**Clock network drawn from the DEF**

Scale: 1 px per µm.
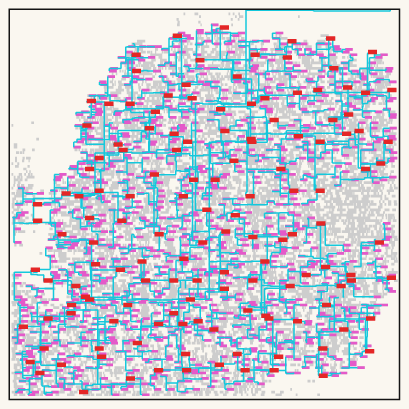
**Wiring by layer**

Scale: 1 px per µm.
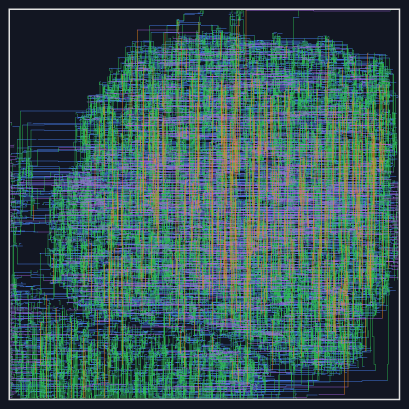
**Clock wiring as the flow saved it**

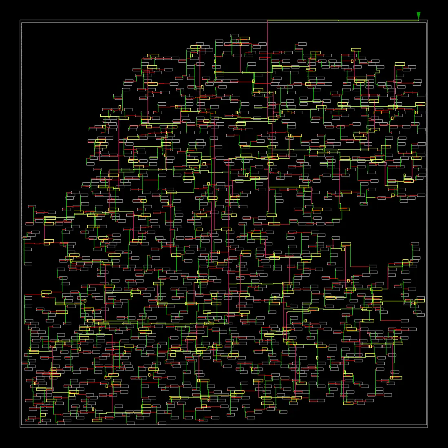
**Floorplan with the power grid**

Scale: 1 px per µm. Pins as bars on the die edge.
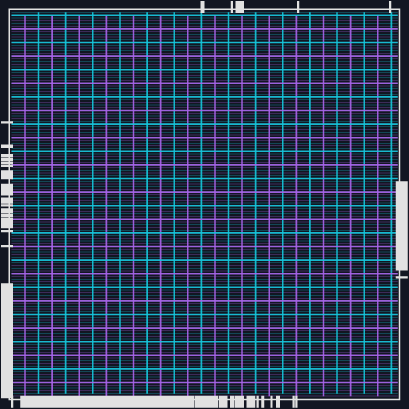
## config.mk

```make
export PLATFORM = sky130hd
export DESIGN_NAME = writeback_regfile
export DESIGN_NICKNAME = d
export VERILOG_FILES = /design/src/rtl/writeback_regfile_pkg.sv /design/src/rtl/writeback_regfile_register_file.sv /design/src/rtl/writeback_regfile.sv
export SDC_FILE = /design/constraint.sdc
export NUM_CORES = 2
export LEC_CHECK = 0
export ABC_CLOCK_PERIOD_IN_PS = 3000
export CAP_MARGIN = 20
export CORE_MARGIN = 1
export CORE_UTILIZATION = 40
export DETAILED_ROUTE_END_ITERATION = 10
export MAX_ROUTING_LAYER = met4
export SLEW_MARGIN = 20
export SYNTH_ARGS = -nofsm -noshare
export SYNTH_HDL_FRONTEND = slang
export SYNTH_SLANG_ARGS = --single-unit
```

## constraint.sdc

```tcl
create_clock -name clk -period 3 [get_ports clk]
set_input_delay 0.45 -clock clk [delete_from_list [all_inputs] [get_ports clk]]
set_output_delay 0.45 -clock clk [all_outputs]
set_load 0.005 [all_outputs]
```

## src/rtl/writeback_regfile_pkg.sv

```systemverilog
// Shared CPU pipeline types: stage status record, instruction word and decode enums.
// Widths here fix the layout of every pipeline record.
package writeback_regfile_pkg;

  localparam int unsigned XLEN       = 32;
  localparam int unsigned REG_COUNT  = 32;
  localparam int unsigned REG_ADDR_W = $clog2(REG_COUNT);

  typedef logic [31:0] instruction_t;

  typedef enum logic [1:0] {
    RdSrcAlu,
    RdSrcMem,
    RdSrcPcPlus4,
    RdSrcImm
  } reg_rd_src_t;

  typedef enum logic [1:0] {
    MaskByte,
    MaskHalf,
    MaskWord
  } memory_mask_t;

  typedef struct packed {
    logic [REG_ADDR_W-1:0] address;
    logic [XLEN-1:0]       data;
    logic                  valid;
  } reg_write_t;

  typedef struct packed {
    logic            valid;
    logic            ready;
    logic [XLEN-1:0] pc;
    instruction_t    instruction;
    reg_write_t      data;
  } stage_status_t;

endpackage

```

## src/rtl/writeback_regfile_register_file.sv

```systemverilog
// Integer register file: one synchronous write port, two combinational read ports
// with same-cycle write-through bypass; entry 0 always reads as zero.
module writeback_regfile_register_file #(
  parameter int unsigned DataW   = 32,
  parameter int unsigned NumRegs = 32,
  parameter int unsigned AddrW   = 5
) (
  input  logic             clk_i,
  input  logic             rst_ni,
  input  logic             we_i,
  input  logic [AddrW-1:0] waddr_i,
  input  logic [DataW-1:0] wdata_i,
  input  logic [AddrW-1:0] raddr1_i,
  output logic [DataW-1:0] rdata1_o,
  input  logic [AddrW-1:0] raddr2_i,
  output logic [DataW-1:0] rdata2_o
);

  logic [DataW-1:0] regs_q [NumRegs];
  logic [DataW-1:0] regs_d [NumRegs];

  always_comb begin
    regs_d = regs_q;
    if (we_i) begin
      regs_d[waddr_i] = wdata_i;
    end
    regs_d[0] = '0;
  end

  always_ff @(posedge clk_i) begin
    if (!rst_ni) begin
      regs_q <= '{default: '0};
    end else begin
      regs_q <= regs_d;
    end
  end

  always_comb begin
    if (raddr1_i == '0) begin
      rdata1_o = '0;
    end else if (we_i && (raddr1_i == waddr_i)) begin
      rdata1_o = wdata_i;
    end else begin
      rdata1_o = regs_q[raddr1_i];
    end
  end

  always_comb begin
    if (raddr2_i == '0) begin
      rdata2_o = '0;
    end else if (we_i && (raddr2_i == waddr_i)) begin
      rdata2_o = wdata_i;
    end else begin
      rdata2_o = regs_q[raddr2_i];
    end
  end

endmodule

```

## src/rtl/writeback_regfile.sv

```systemverilog
// Writeback stage: commits results to the register file, serves decode reads with
// bypass, keeps cycle/instret counters and a registered commit trace record.
module writeback_regfile
  import writeback_regfile_pkg::*;
#(
  parameter int unsigned CNT_W = 64
) (
  input  logic                  clk,
  input  logic                  rst_n,
  input  stage_status_t         stage_in,
  output stage_status_t         stage_out,
  input  logic [REG_ADDR_W-1:0] rs1_address,
  output logic [XLEN-1:0]       rs1_data,
  input  logic [REG_ADDR_W-1:0] rs2_address,
  output logic [XLEN-1:0]       rs2_data,
  output logic [REG_ADDR_W-1:0] fwd_address,
  output logic [XLEN-1:0]       fwd_data,
  output logic [CNT_W-1:0]      cycle_count,
  output logic [CNT_W-1:0]      instret_count
);

  logic          we;
  logic [CNT_W-1:0] cycle_q, cycle_d;
  logic [CNT_W-1:0] instret_q, instret_d;
  stage_status_t stage_out_q, stage_out_d;

  // Gating with rst_n keeps the bypass and forward outputs quiet while reset is held.
  always_comb begin
    we = rst_n & stage_in.valid & stage_in.data.valid & (stage_in.data.address != '0);
    fwd_address = we ? stage_in.data.address : '0;
    fwd_data    = we ? stage_in.data.data : '0;
  end

  always_comb begin
    cycle_d   = cycle_q + CNT_W'(1);
    instret_d = instret_q + CNT_W'(stage_in.valid);
    stage_out_d            = stage_in;
    stage_out_d.ready      = 1'b1;
    stage_out_d.data.valid = we;
  end

  always_ff @(posedge clk) begin
    if (!rst_n) begin
      cycle_q     <= '0;
      instret_q   <= '0;
      stage_out_q <= '0;
    end else begin
      cycle_q     <= cycle_d;
      instret_q   <= instret_d;
      stage_out_q <= stage_out_d;
    end
  end

  assign cycle_count   = cycle_q;
  assign instret_count = instret_q;
  assign stage_out     = stage_out_q;

  writeback_regfile_register_file #(
    .DataW  (XLEN),
    .NumRegs(REG_COUNT),
    .AddrW  (REG_ADDR_W)
  ) u_register_file (
    .clk_i   (clk),
    .rst_ni  (rst_n),
    .we_i    (we),
    .waddr_i (stage_in.data.address),
    .wdata_i (stage_in.data.data),
    .raddr1_i(rs1_address),
    .rdata1_o(rs1_data),
    .raddr2_i(rs2_address),
    .rdata2_o(rs2_data)
  );

endmodule

```

==> flow_metrics.tcl <==
# collected from the flow reports
set metrics [dict create \
    hold_viol 0 \
    cts_tree "yes" \
    syn_area_um2 59900 \
    grt_start_max_net_pins 112 \
    drv_slew 0 \
    cts_max_path_buffers 3 \
    drive_gt1_share_pct 26.4 \
    yosys_warnings 0 \
    max_stage_delay_ns 0.50 \
    crit_path_end_kind "output pin" \
    yosys_cells 7005 \
    setup_viol 20 \
    avgRoutedWirePerCell_um 28.3 \
    status "finished with violations" \
    hold_ws_ns 0.0666 \
    synth.top_cells.by_count "nand2_1 (1996), dfxtp_1 (1224), a21oi_1 (1034)" \
    grt_pass1_vias 55600 \
    grt_pass1_wl_um 392000 \
    synthFlopType "dfxtp_1" \
    slew_headroom_pct 40.1 \
    start_kind "register" \
    p_leak_nw 27.7 \
    dp.cells 9428 \
    cts.root.buffer_cell "clkbuf_16" \
    total_power_mw 38.8 \
    arrival_ns 2.81 \
    cpMaxStageDelayCell "mux4_2" \
    synth_nets 7124 \
    post-place-ws_ns -1.06 \
    instances_no_fill 9743 \
    vias 59900 \
    worstMarginPinSlew_ns 0.898 \
    fmax_ghz 0.307 \
    io_buffers 447 \
    tool_warnings 33 \
    firstDrtPassIters 8 \
    drtAntennaViolNets 0 \
    syn_inst 7005 \
    clkTransAtPathRegs_ns 0.07 \
    worstPathCellList "mux4_2 -> a22oi_2 -> o31ai_4 -> nor4_4 -> nor2_2 -> buf_2" \
    avgViaCountPerCell 6.15 \
    violations "negative setup slack" \
    post_dp_cell_area_um2 72000 \
    yosysTopAreaCell "dfxtp_1" \
    critical_path.max_fanout 3 \
    area_growth_pct 33.5 \
    top_cells_by_area "dfxtp_1 (41%), mux4_2 (13%), nand2_1 (13%), a21oi_1 (8.6%), clkbuf_1 (3.7%)" \
    synthArstFlopShare_pct 0 \
    top_area_share_pct 40.9 \
    fin_ws_ns -0.262 \
    cts.sinks 1224 \
]
-- 'clock network drawn from the DEF' (at the start) --
[clock drivers] red | count: 140
[flip-flops] magenta | count: 1224
[clock wires] cyan | length: 16900 µm
flops lie: widely spread

-- 'wiring by layer' (at the start) --
[metal 1] blue | wire length: 104 mm
[metal 2] green | wire length: 118 mm
[metal 4] orange | wire length: 17800 µm
[metal 3] purple | wire length: 35.8 mm

-- 'clock wiring as the flow saved it' (at the start) --
Flop Count: 1224
clkbuf count: 190
clock latency on the worst-skew pair: 0.80 ns

-- 'floorplan with the power grid' (at the start) --
[VDD] cyan
[VSS] purple
met4 straps: 28
met5 straps: 28
core area: 148000 µm²
die width: 389 µm
maximum VDD drop: 0.460 mV
Die Y: 389 µm

-- cell usage in the layout (no fill, tap or decap), drive strengths merged, types with 43 or more instances in the layout --
cell,synthesis,routed
a21oi,1034,1034
a221oi,85,85
a22oi,88,88
and2,156,156
buf,97,861
clkbuf,596,201
clkdlybuf4s50,0,345
dfxtp,1224,1224
mux2,133,133
mux2i,203,203
mux4,353,353
nand2,1996,1996
nand3,56,56
nand4,51,51
nor2,308,308
nor2b,55,55
o22ai,47,47
xor2,43,43
-- path summary, 6_finish.rpt --
check / startpoint / end / slack (ns) / cells after the start
worst min-delay path: stage_in[103] / stage_out[103]$_SDFF_PN0_ / 0.07 / 3
worst max register to register: instret_count[0]$_SDFF_PN0_ / instret_count[58]$_SDFF_PN0_ / 0.35 / 8
worst max-delay path: u_register_file.regs_q[476]$_SDFFE_PN0P_ / rs1_data[28] / -0.26 / 6
worst min register to register: u_register_file.regs_q[666]$_SDFFE_PN0P_ / u_register_file.regs_q[666]$_SDFFE_PN0P_ / 0.46 / 2
-- flip-flops by register name, indices dropped and copies added (netlist names) --
name / flops
cycle_count: 64
stage_out: 104
u_register_file.regs_q: 992
instret_count: 64
-- cell type report --
class                           count  area [µm²]  area share [%]
Antenna cell                       14        35.0          0.0438
Clock buffer                      190        3940            4.93
Timing Repair Buffer             1236       12700            15.8
Inverter                           21        86.3           0.108
Clock inverter                     61         976            1.22
Tap cell                         1930        2410            3.02
Sequential cell                  1224       24600            30.8
Multi-Input combinational cell   5067       35200            44.0
-- worst max-delay path, delay by kind of cell, from the launching register on --
family                 cells  cell delay, ns
buffers and inverters      1            0.16
muxes                      1            0.50
and+or+nand+nor            2            0.57
DFF                        1            0.34
AOI/OAI and AO/OA          2            0.46
-- per-stage QoR --
step / util [%] / setup TNS, ns
global route: 53.9 / -2.36
finish: 53.9 / -1.43
CTS: 53.3 / -3.10
floorplan: - / 0
global placement: 48.6 / -45.66
detailed placement: 48.6 / -46.43
-- cells by family after synthesis --
kind of cell             count (synthesis)  share of synthesized area, %
multiplexers                           689                          19.2
adder cells (fa/ha/maj)                  3                        0.0627
AND-OR/OR-AND                         1453                          13.9
flip-flops                            1224                          40.9
XOR/XNOR                                84                          1.23
buffers and inverters                  714                          4.59
AND/OR/NAND/NOR                       2838                          20.1
-- layer usage --
layer	up-vias	routed length, µm	global-route usage (%)
met5	-	0	-
met4	0	17800	20.6
met3	850	35800	10.2
met2	4035	118000	51.8
met1	29200	104000	45.7
li1	25800	-	-
-- where the power goes --
part | switching [mW] | total, mW | internal, mW | leakage, nW
registers | 0.0504 | 16.4 | 16.4 | 9.94
logic | 2.37 | 3.96 | 1.59 | 15.3
clock network | 7.74 | 18.4 | 10.7 | 2.40
-- timing repair --
| item | in CTS | in global routing |
|---|---|---|
| hold endpoints to repair | 0 | 1 |
| resized | 678 | 187 |
| hold buffers | 0 | 1 |
| buffers inserted | 57 | 15 |
| pin swaps | 141 | 79 |
| cloned | 4 | 3 |
| setup endpoints to repair | 96 | 76 |
Power and IR drop assume default switching activity.
